--- src/rtl/pool_frame_buffer.sv ---
// rtl/pool_frame_buffer.sv - captures one pooled feature map and replays it in raster order
// Fill from a free-running sof/valid stream, drain over valid/ready with no bubbles.
module pool_frame_buffer #(
   parameter int data_width = 32,
   parameter int frame_x    = 2,
   parameter int frame_y    = 2
) (
   input  logic                  clk,
   input  logic                  rst,
   input  logic                  i_sof,
   input  logic                  input_valid,
   input  logic [data_width-1:0] d_in,
   input  logic                  o_ready,
   output logic                  output_valid,
   output logic [data_width-1:0] d_out,
   output logic                  o_sof,
   output logic                  o_eof,
   output logic                  busy,
   input  logic                  clr_err,
   output logic                  overflow,
   output logic                  sync_err
);

   localparam int depth = frame_x * frame_y;
   localparam int aw    = (depth > 1) ? $clog2(depth) : 1;
   localparam logic [aw-1:0] last_addr = aw'(depth - 1);
   localparam logic [aw-1:0] restart_ptr = (depth > 1) ? aw'(1) : '0;

   typedef enum logic [1:0] {
      st_idle,
      st_fill,
      st_drain
   } state_t;

   state_t                state;
   state_t                state_nx;
   logic [data_width-1:0] mem [depth];
   logic [aw-1:0]         wr_ptr;
   logic [aw-1:0]         wr_ptr_nx;
   logic [aw-1:0]         wr_addr;
   logic                  wr_en;
   logic [aw-1:0]         rd_ptr;
   logic [aw-1:0]         out_idx;
   logic                  set_sync;
   logic                  set_ovf;
   logic                  load;
   logic                  last_hs;
   logic                  handshake;

   always_ff @(posedge clk or negedge rst) begin
      if (!rst) begin
         state <= st_idle;
      end else begin
         state <= state_nx;
      end
   end

   always_comb begin
      state_nx  = state;
      wr_en     = 1'b0;
      wr_addr   = wr_ptr;
      wr_ptr_nx = wr_ptr;
      set_sync  = 1'b0;
      set_ovf   = 1'b0;
      handshake = output_valid && o_ready;
      last_hs   = (state == st_drain) && handshake && (out_idx == last_addr);
      // First word after entering DRAIN, or the prefetched next word on each handshake
      load      = (state == st_drain) &&
                  (!output_valid || (handshake && (out_idx != last_addr)));
      case (state)
         st_idle: begin
            if (input_valid) begin
               if (i_sof) begin
                  wr_en     = 1'b1;
                  wr_addr   = '0;
                  wr_ptr_nx = restart_ptr;
                  state_nx  = (depth == 1) ? st_drain : st_fill;
               end else begin
                  set_sync = 1'b1;
               end
            end
         end
         st_fill: begin
            if (input_valid) begin
               wr_en = 1'b1;
               if (i_sof) begin
                  wr_addr   = '0;
                  wr_ptr_nx = restart_ptr;
                  set_sync  = 1'b1;
                  state_nx  = (depth == 1) ? st_drain : st_fill;
               end else if (wr_ptr == last_addr) begin
                  wr_ptr_nx = '0;
                  state_nx  = st_drain;
               end else begin
                  wr_ptr_nx = wr_ptr + 1'b1;
               end
            end
         end
         st_drain: begin
            if (last_hs) begin
               state_nx = st_idle;
            end
            // A new frame may start exactly on the final handshake without loss
            if (input_valid) begin
               if (i_sof && last_hs) begin
                  wr_en     = 1'b1;
                  wr_addr   = '0;
                  wr_ptr_nx = restart_ptr;
                  state_nx  = (depth == 1) ? st_drain : st_fill;
               end else begin
                  set_ovf = 1'b1;
               end
            end
         end
         default: begin
            state_nx = st_idle;
         end
      endcase
   end

   always_ff @(posedge clk) begin
      if (wr_en) begin
         mem[wr_addr] <= d_in;
      end
   end

   always_ff @(posedge clk or negedge rst) begin
      if (!rst) begin
         wr_ptr       <= '0;
         rd_ptr       <= '0;
         out_idx      <= '0;
         output_valid <= 1'b0;
         d_out        <= '0;
         o_sof        <= 1'b0;
         o_eof        <= 1'b0;
      end else begin
         wr_ptr <= wr_ptr_nx;
         if (load) begin
            d_out        <= mem[rd_ptr];
            out_idx      <= rd_ptr;
            o_sof        <= (rd_ptr == '0);
            o_eof        <= (rd_ptr == last_addr);
            output_valid <= 1'b1;
            rd_ptr       <= (rd_ptr == last_addr) ? '0 : rd_ptr + 1'b1;
         end else if (last_hs) begin
            output_valid <= 1'b0;
            o_sof        <= 1'b0;
            o_eof        <= 1'b0;
            rd_ptr       <= '0;
         end
      end
   end

   // Setting events take priority over a same-cycle clear
   always_ff @(posedge clk or negedge rst) begin
      if (!rst) begin
         overflow <= 1'b0;
         sync_err <= 1'b0;
      end else begin
         if (set_ovf) begin
            overflow <= 1'b1;
         end else if (clr_err) begin
            overflow <= 1'b0;
         end
         if (set_sync) begin
            sync_err <= 1'b1;
         end else if (clr_err) begin
            sync_err <= 1'b0;
         end
      end
   end

   assign busy = (state != st_idle);

endmodule
--- config.mk ---
export PLATFORM = sky130hd
export DESIGN_NAME = pool_frame_buffer
export DESIGN_NICKNAME = d
export VERILOG_FILES = /design/src/rtl/pool_frame_buffer.sv
export SDC_FILE = /design/constraint.sdc
export NUM_CORES = 1
export LEC_CHECK = 0
export ABC_AREA = 1
export ABC_CLOCK_PERIOD_IN_PS = 2600
export CAP_MARGIN = 5
export CORE_ASPECT_RATIO = 2
export CORE_MARGIN = 3
export CORE_UTILIZATION = 50
export DETAILED_ROUTE_END_ITERATION = 16
export GPL_ROUTABILITY_DRIVEN = 0
export PLACE_DENSITY = 0.75
export SLEW_MARGIN = 20
export SYNTH_ARGS = -nofsm -noshare
export SYNTH_HDL_FRONTEND = slang
export SYNTH_SLANG_ARGS = --single-unit
--- constraint.sdc ---
create_clock -name clk -period 2.6 [get_ports clk]
set_clock_uncertainty 0.1 [all_clocks]
set_input_delay 0.26 -clock clk [delete_from_list [all_inputs] [get_ports clk]]
set_output_delay 0.26 -clock clk [all_outputs]
set_load 0.005 [all_outputs]
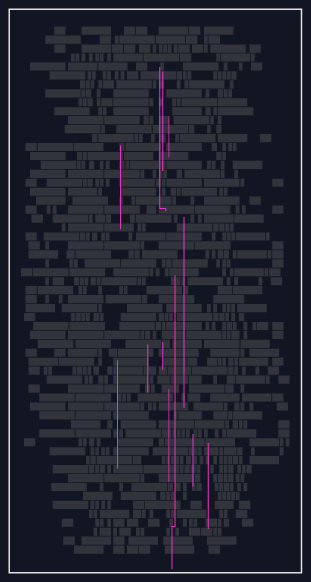
*Metal 4, run 1*
main direction	vertical
share of all routed wire	2.7%
nets with wire on the layer	9
longest straight run	76.3 um
wire length on this layer	385 um
total length of routed wires: 14.1 mm
number of vias in the routed layout: 4513

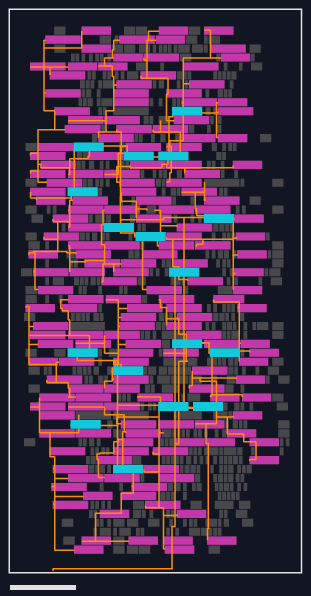
*Clock wires, drivers and flops, run 1*
The bar under the picture is 20 um long.
[clock wires] orange | length: 1850 um
[cells driving clock nets] cyan | count: 17
[flip-flops] magenta | count: 173
flops lie	all over the die
routed clock nets	18

==> run notes, run 1 <==
Entry: Yosys synthesis followed by OpenROAD place and route.

Timing:
- Setup repair after global routing left no endpoint under its margin.
- The run gives the slew at the pin closest to its max-slew limit as between 1000 and 1500 ps.
- The run puts the shortest period the worst path allows at 1950 ps.
- The run puts the relative max-transition margin at 31.0%.
- The run gives the final tally of max-slew violations as 0.
- Setup total negative slack on the finished layout was measured at 0 ps.
- The run puts the worst hold slack after final layout at 296 ps.

Yosys:
- Sorting the synthesized cells by area gives the leading types as edfxtp_1 (57%), dfrtp_1 (17%), nand2_1 (9.4%).
- After synthesis, the most frequently instantiated cells are nand2_1 (170), nor2_1 (138), edfxtp_1 (128), o21ai_0 (72), dfrtp_1 (45).
- The run puts the number of enable-type register cells in the synthesized netlist at 128.
- Synthesis produced 612 cells.
- The run gives the share of cell area taken by muxes after synthesis as 0%.
- The run puts the floorplan net count at 653.
- The synthesized netlist has a Yosys-reported chip area of 6790 sq um.
- Yosys shows that the main logic family after synthesis is simple AND/OR/NAND/NOR gates.
- Post-synth the commonest register cell is edfxtp_1.
- The run gives the number of warning messages in the yosys log as 0.

Power and ir drop:
- The run puts the portion of total power attributed to the clock network at 29.8%.
- The run puts the cell area power density at 1110 nW/um^2.
- In this run, power in flip-flops and latches comes to between 3 and 4 mW.
- Internal power comes to around 6.5 mW.
- The run puts the maximum VDD drop at ~0.6 mV.
- The run puts the switching share of power at 30.9%.
- The run gives the overall power as 9.35 mW.
- The leakage component of the power was reported as 3.37 nW.
- Per report_power, the top consumer among the power groups is sequential cells.
- The net switching power in the latest report is approximately 2.9 mW.

Finish:
- The final layout report lists a filler cell count of 988.
- The run gives the number of non-filler instances in the completed layout as 855.
- The run gives the most frequent logic cell in the layout as nand2_1.
- The run gives the top register by number of flip-flops as mem.
- The run gives the finished layout cell area as about 8400 sq um.
- The run gives the count of non-CTS inverters in the layout as 18.
- Per the cell usage report, the commonest logic cells after layout are nand2_1 (170), nor2_1 (134), edfxtp_1 (128).
- The run gives the multi-input gate area in the final layout as about 1700 sq um.
- The run gives the number of antenna repair diodes as 0.
- The registers reported with the highest flop counts are mem x128, d_out x32.
- Per the final report, the share of cell area in clock cells is 7.81%.
- At the end of the flow, the number of nets in the layout was about 730.
- Multi-input combinational cells in the finished layout were counted as 393.

Critical path:
- The worst setup path is captured at a flip-flop.
- Data on the critical path is required at its endpoint by 2620 ps.
- The report lists the cells along the critical path as nor2_4, nand3_1, nand2_1, nand2_1, nor2_4, buf_4.
- Among all stages on the critical path, the maximum delay recorded is 440 ps.
- The slowest stage of the critical path belongs to the cell dfrtp_1.
- The run gives the source of the critical timing path as state[0].
- The run gives the kind of cell adding the most delay to the critical path as simple AND/OR/NAND/NOR gates.
- STA classifies the critical path startpoint as a flip-flop.
- The run gives the worst flop-to-flop path endpoint as mem[0][4].

Clock network:
- The root buffer cell chosen for the clock tree is clkbuf_16.
- Once the clock tree was built, the setup fixing pass inserted 0 buffers.
- The run gives the sink count of the clock tree as 173.
- The run puts the number of resized instances in the post-cts repair step at 0.
- The run puts the number of buffers inserted for hold repair after clock tree synthesis at 1.
- In the CTS report, the clock slew at the register clock pins of the worst setup and hold paths is listed as approximately 70 ps.
- The later pin in the worst-skew pair is clocked with a latency of 420 ps.
- The run puts the maximum root-to-sink buffer count at 2.

Min path:
- The run gives the worst hold path class as in2async.

Global route:
- Global routing consumed, on the met2 layer, 36.0% of the routing resources.
- Global routing used 20.5% of the available tracks across all layers.
- Global routing put the most usage on met2.
- The run gives the total congestion overflow as 0.
- The run puts the global routing met3 resource utilization at under 10%.
- The initial antenna violation count is 0.

Drt:
- Per the post-route antenna check, the number of violating nets is 0.
- The script logs the mean routed wire length per placed instance as between 15 and 20 um.
- Routed signal wires occupy layers up through met4.
- The run puts the routed metal-1 wire length at approximately 5.4 mm.

Placed design:
- The run gives the total instance count after detailed placement as 822.

Outcome:
- The run finished with clean final reports.
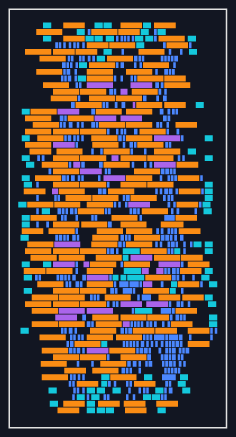
*Placement by cell class, run 1*
class	colour	cells	share of their area
all other logic	blue	411	21%
flip-flops	orange	173	60%
clock drivers and dummy loads	purple	32	8.0%
other buffers and delay cells	cyan	87	11%

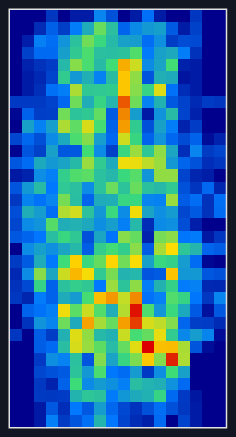
*Wire density map, run 1*
18 x 34 tiles, from dark blue (low) to red (high), scaled to the fullest tile. Values are wire area over tile area, all layers added.
nearly empty tiles	12%
fullest tile	0.49
tiles over half the peak	19%
mean over tiles	0.15
emptiest ninth of the die	top right

### Clock routing, run 1

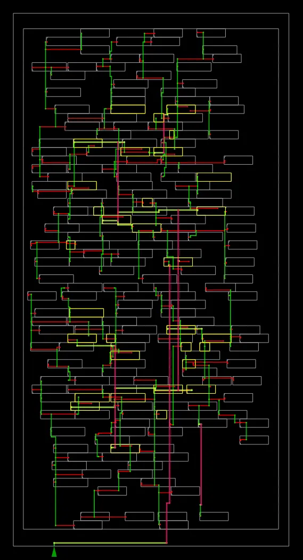

==> run 1 -> run 2 <==
--- a/config.mk
+++ b/config.mk
@@ -6,14 +6,14 @@
 export NUM_CORES = 1
 export LEC_CHECK = 0
 export ABC_AREA = 1
-export ABC_CLOCK_PERIOD_IN_PS = 2600
+export ABC_CLOCK_PERIOD_IN_PS = 1800
 export CAP_MARGIN = 5
 export CORE_ASPECT_RATIO = 2
 export CORE_MARGIN = 3
-export CORE_UTILIZATION = 50
+export CORE_UTILIZATION = 55
 export DETAILED_ROUTE_END_ITERATION = 16
 export GPL_ROUTABILITY_DRIVEN = 0
-export PLACE_DENSITY = 0.75
+export PLACE_DENSITY = 0.78
 export SLEW_MARGIN = 20
 export SYNTH_ARGS = -nofsm -noshare
 export SYNTH_HDL_FRONTEND = slang
==> constraint.sdc (replaced) <==
create_clock -name clk -period 1.8 [get_ports clk]
set_clock_uncertainty 0.1 [all_clocks]
set_input_delay 0.18 -clock clk [delete_from_list [all_inputs] [get_ports clk]]
set_output_delay 0.18 -clock clk [all_outputs]
set_load 0.005 [all_outputs]
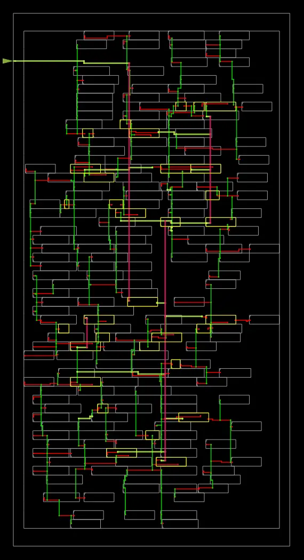
*Clock routing, run 2*
TritonCTS Buffers: 17
insertion delay of the later-clocked pin in the worst-skew pair: 420 ps
P_clk: 3.49 mW
clk sink count: 173

==> run notes, run 2 <==
Entry: Yosys synthesis followed by OpenROAD place and route.

Critical path:
- STA classifies the critical path startpoint as a flip-flop.
- For reference, the critical path is launched at state[0].
- For the worst reg-to-reg path, the endpoint reported by OpenROAD is mem[1][3].
- For reference, the critical path cell chain is inv_1, nand2_1, clkdlybuf4s50_1.
- The run gives the type of element capturing the critical path as an output pin.
- The largest individual stage delay along the critical path comes from the cell clkdlybuf4s50_1.
- The run gives the worst endpoint required time as between 1500 and 2000 ps.

Timing:
- Setup repair after global routing could not meet its margin everywhere.
- The run puts the relative max-transition margin at 64.1%.
- The run gives the final setup TNS as 0 ps.
- The run gives the worst hold slack after final layout as around 160 ps.
- Per the final report, max-transition violations number 0.
- The run puts the slew at the pin closest to its max-slew limit at 538 ps.

Yosys:
- For reference, the top logic cell family by area is simple AND/OR/NAND/NOR gates.
- During synthesis, Yosys emitted a total of 0 warnings.
- After synthesis, the share of cell area in mux cells is 0%.
- Ranked by total cell area, the synthesized netlist is headed by edfxtp_1 (57%), dfrtp_1 (17%), nand2_1 (9.4%).
- Counting every net in the synthesized netlist gives 653.
- The run puts the number of enable-type register cells in the synthesized netlist at 128.
- Post-synth the commonest register cell is edfxtp_1.
- The run gives the yosys stat chip area as 6790 sq um.

Global route:
- The global routing stage identified its most utilized layer as met2.
- For this run, the total global-route usage over all layers was measured as a little over a fifth.
- The run puts the met2 routing resource usage after global routing at 38.4%.
- The run puts the initial antenna violation count at 0.

Power and ir drop:
- Of all power groups, the one with the highest power is sequential cells.
- The run gives the power dissipated in sequential cells as 5.55 mW.
- The run puts the switching power of the nets at 4.41 mW.
- The run puts the leakage component of the power at about 3.5 nW.
- The run gives the internal cell power as slightly below 9 mW.

Finish:
- Per the cell usage report, the commonest logic cell in the layout is nand2_1.
- The largest registers in the layout are mem x128, d_out x32.
- The run puts the number of non-filler instances in the completed layout at 868.
- The run gives the top register by number of flip-flops as mem.
- Leaving out buffers and inverters, the combinational logic in the layout accounts for 1710 sq um.
- The run gives the layout filler cell count as around 780.

Clock network:
- Per the repair_timing log after CTS, setup buffers inserted total 0.
- The number of gates resized after CTS was 1.
- The run puts the clock transition time at the flip-flop clock pins of the worst setup and hold paths at 70 ps.
- The run gives the number of buffers inserted for hold repair after clock tree synthesis as 1.

Placed design:
- The run puts the total instance count after detailed placement at 830.

Min path:
- The run gives the worst hold path class as in2async.

Outcome:
- The flow ran to the end, and the final reports show no timing, DRC or antenna violations.

Drt:
- The run puts the detailed-route wire length at 14.4 mm.
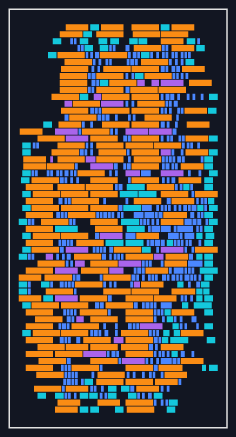
*Placement by cell class, run 2*
class	colour	cells	share of their area
all other logic	blue	411	21%
flip-flops	orange	173	59%
clock drivers and dummy loads	purple	32	6.8%
other buffers and delay cells	cyan	107	14%
number of cell rows: 56
fraction of area in registers: 57.5%
core occupancy in the finished layout: 72.6%
total non-filler cell area in the finished layout: 8650 sq um

No activity file was given, so power comes from the tool's default toggle rates.
